**The metal 3 layer**

Scale: 8 px per um.
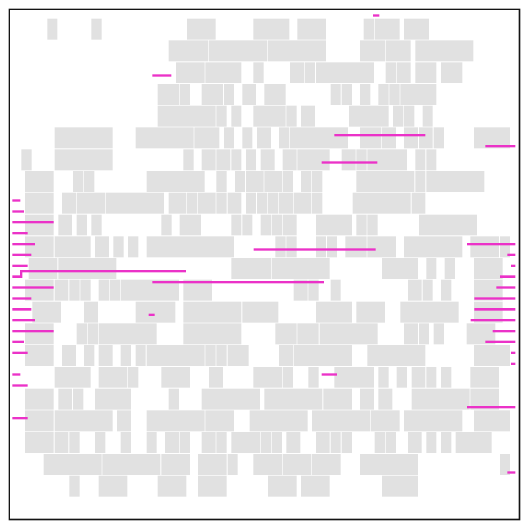
**Pin map**

Scale: 6 px per um. Pins as bars across the die edge, other pins in gray.
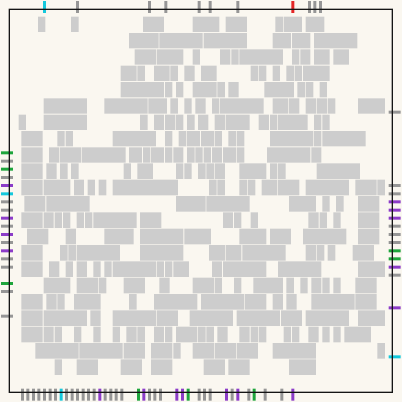
**Placement by cell class**

Scale: 10 px per um.
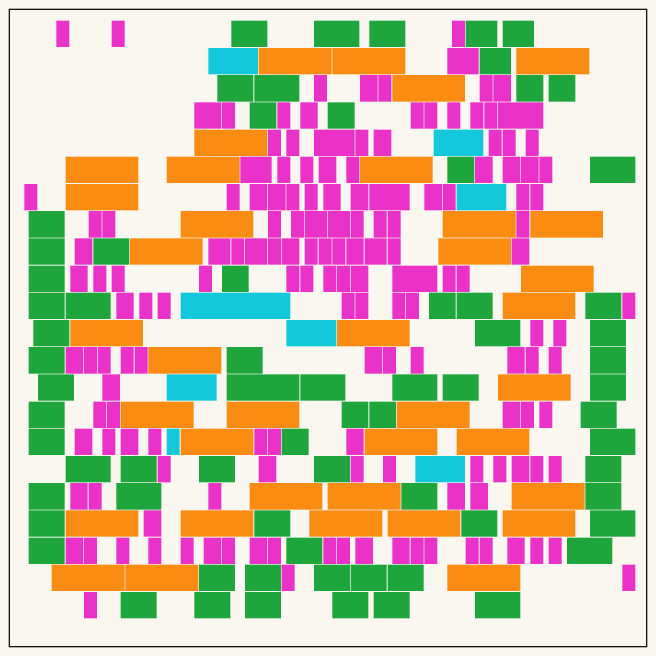
**Clock routing**

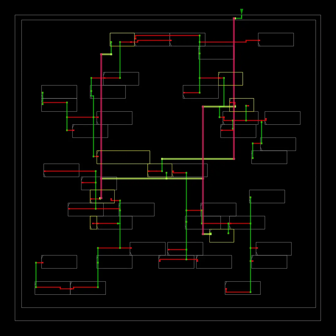
==> config.mk <==
export PLATFORM = sky130hd
export DESIGN_NAME = i2c_image_loader
export DESIGN_NICKNAME = d
export VERILOG_FILES = /design/src/rtl/i2c_image_loader.sv
export SDC_FILE = /design/constraint.sdc
export NUM_CORES = 1
export LEC_CHECK = 0
export ABC_AREA = 1
export CORE_UTILIZATION = 40
export CTS_BUF_LIST = sky130_fd_sc_hd__clkbuf_8
export CTS_CLUSTER_DIAMETER = 80
export DETAILED_ROUTE_END_ITERATION = 12
export PLACE_DENSITY = 0.82
export SLEW_MARGIN = 0
export SYNTH_ARGS = -nofsm -noshare
export SYNTH_HDL_FRONTEND = slang
export SYNTH_SLANG_ARGS = --single-unit
==> constraint.sdc <==
create_clock -name CLK -period 1.5 [get_ports CLK]
set_input_delay 0.3 -clock CLK [delete_from_list [all_inputs] [get_ports CLK]]
set_output_delay 0.3 -clock CLK [all_outputs]
set_load 0.01 [all_outputs]
==> impl_metrics.env <==
# implementation run metrics
export IMPL_cp_max_fo=2
export IMPL_track_usage_pct=17.71
export IMPL_arrival_ns=1.16
export IMPL_grt_pass1_vias=1246
export IMPL_post_route_util_pct=63.53
export IMPL_ys_sh_aoi_pct=11.62
export IMPL_peakVddDrop_v=0.0007083
export IMPL_fill_cells=337
export IMPL_hold_viol=0
export IMPL_synth_chip_area_mm2=0.001518
export IMPL_setup_slack_ns=0.03526
export IMPL_numClockSinks=37
export IMPL_top_cell_area_share_pct=48.80
export IMPL_synthDistinctLibCells=25
export IMPL_reg2reg_slack_ns=0.17
export IMPL_instances_no_fill=319
export IMPL_topRoutingLayerUsed="met4"
export IMPL_first_pass_iters=4
export IMPL_async_reset_ff_share_pct=0
export IMPL_drc=0
export IMPL_drt_iter0_drc=51
export IMPL_power_density_mw_per_mm2=1308
export IMPL_path_class="flip-flop to output pin"
export IMPL_wl_met2_um=1655
export IMPL_grt_pass1_wl_um=5444
export IMPL_syn_avg_cell_area_um2=7.513
export IMPL_initCoreUtil_pct=41.46
export IMPL_status="finished clean"
export IMPL_globalRouteOverflowTotal=0
export IMPL_slowest_delay_ns=0.54
export IMPL_die_width_um=63.60
export IMPL_edf_count=0
export IMPL_drive_gt1_share_pct=9.963
export IMPL_wl_met1_um=1443
export IMPL_startpoint_type="flip-flop"
export IMPL_synthesis_area_mm2=0.001518
export IMPL_final_setup_viol_count=0
export IMPL_ys_sh_xor_pct=0.5771
export IMPL_finalNetCount=315
export IMPL_critPathTopFamily="buffers and inverters"
export IMPL_cts_tree="yes"
export IMPL_cts_root_buf="clkbuf_8"
export IMPL_pre_cts_slack_ns=-0.05593
export IMPL_syn_inst=202
export IMPL_muxShareOfSynthArea_pct=0
export IMPL_path_cells="clkdlybuf4s50_1"
export IMPL_logic_area_um2=630.6
export IMPL_clock_fmax_mhz=682.7
-- 'the metal 3 layer' (at the start) --
longest straight run: 21.2 um
main direction: horizontal
met3 Usage GRT: 4.348%
routed via count: 1419
DRT Wirelength: 3343 um

-- 'pin map' (at the start) --
| color | port | pins | direction | edge |
|---|---|---|---|---|
| green | Addr_Sig | 8 | output | 3 left, 3 bottom, 2 right |
| red | CLK | 1 | input | top |
| cyan | Err_Idx | 4 | output | 1 left, 1 top, 1 bottom, 1 right |
| purple | WrData | 16 | output | 7 bottom, 5 right, 4 left |
port bufs: 59
Die Y: 63.60 um

-- 'placement by cell class' (at the start) --
| color | class | cells |
|---|---|---|
| cyan | clock drivers and dummy loads | 8 |
| orange | sequential cells | 37 |
| magenta | combinational and other logic | 156 |
| green | remaining buffers and delay cells | 70 |
post-route cell area: 0.002326 mm^2
FP Rows: 22
Seq area share: 31.85%

-- 'clock routing' (at the start) --
Worst-Skew Late Latency: 0.29 ns
Setup Skew: 0.007417 ns

[power breakdown]
part / switching [uW] / total [uW] / internal, uW / leakage (uW)
logic: 440 / 921 / 481 / 0.000824
clock network: 338 / 873 / 535 / 0.0000626
registers: 97.0 / 1250 / 1150 / 0.000303
total: 875 / 3040 / 2170 / 0.00119
[timing repair]
item                       CTS  global route
pin swaps                    0             0
setup endpoints to repair    3            13
hold endpoints to repair     0             0
cloned                       0             0
gates resized                3            13
[tightest hold or removal path, cell delays in order (launching register included)]
cell and delay, ns:
dfxtp_1 0.31, inv_1 0.05, a21oi_1 0.05
[area by class of cell]
type / count / share of cell area, %
sequential: 37 / 31.85
timing repair buffer: 70 / 30.72
multi-input combinational: 139 / 27.11
clock buffer: 6 / 3.550
inverter: 17 / 2.743
tap: 48 / 2.582
clock inverter: 2 / 1.452
Power figures rest on the tool's default switching activity, not on a simulated workload.
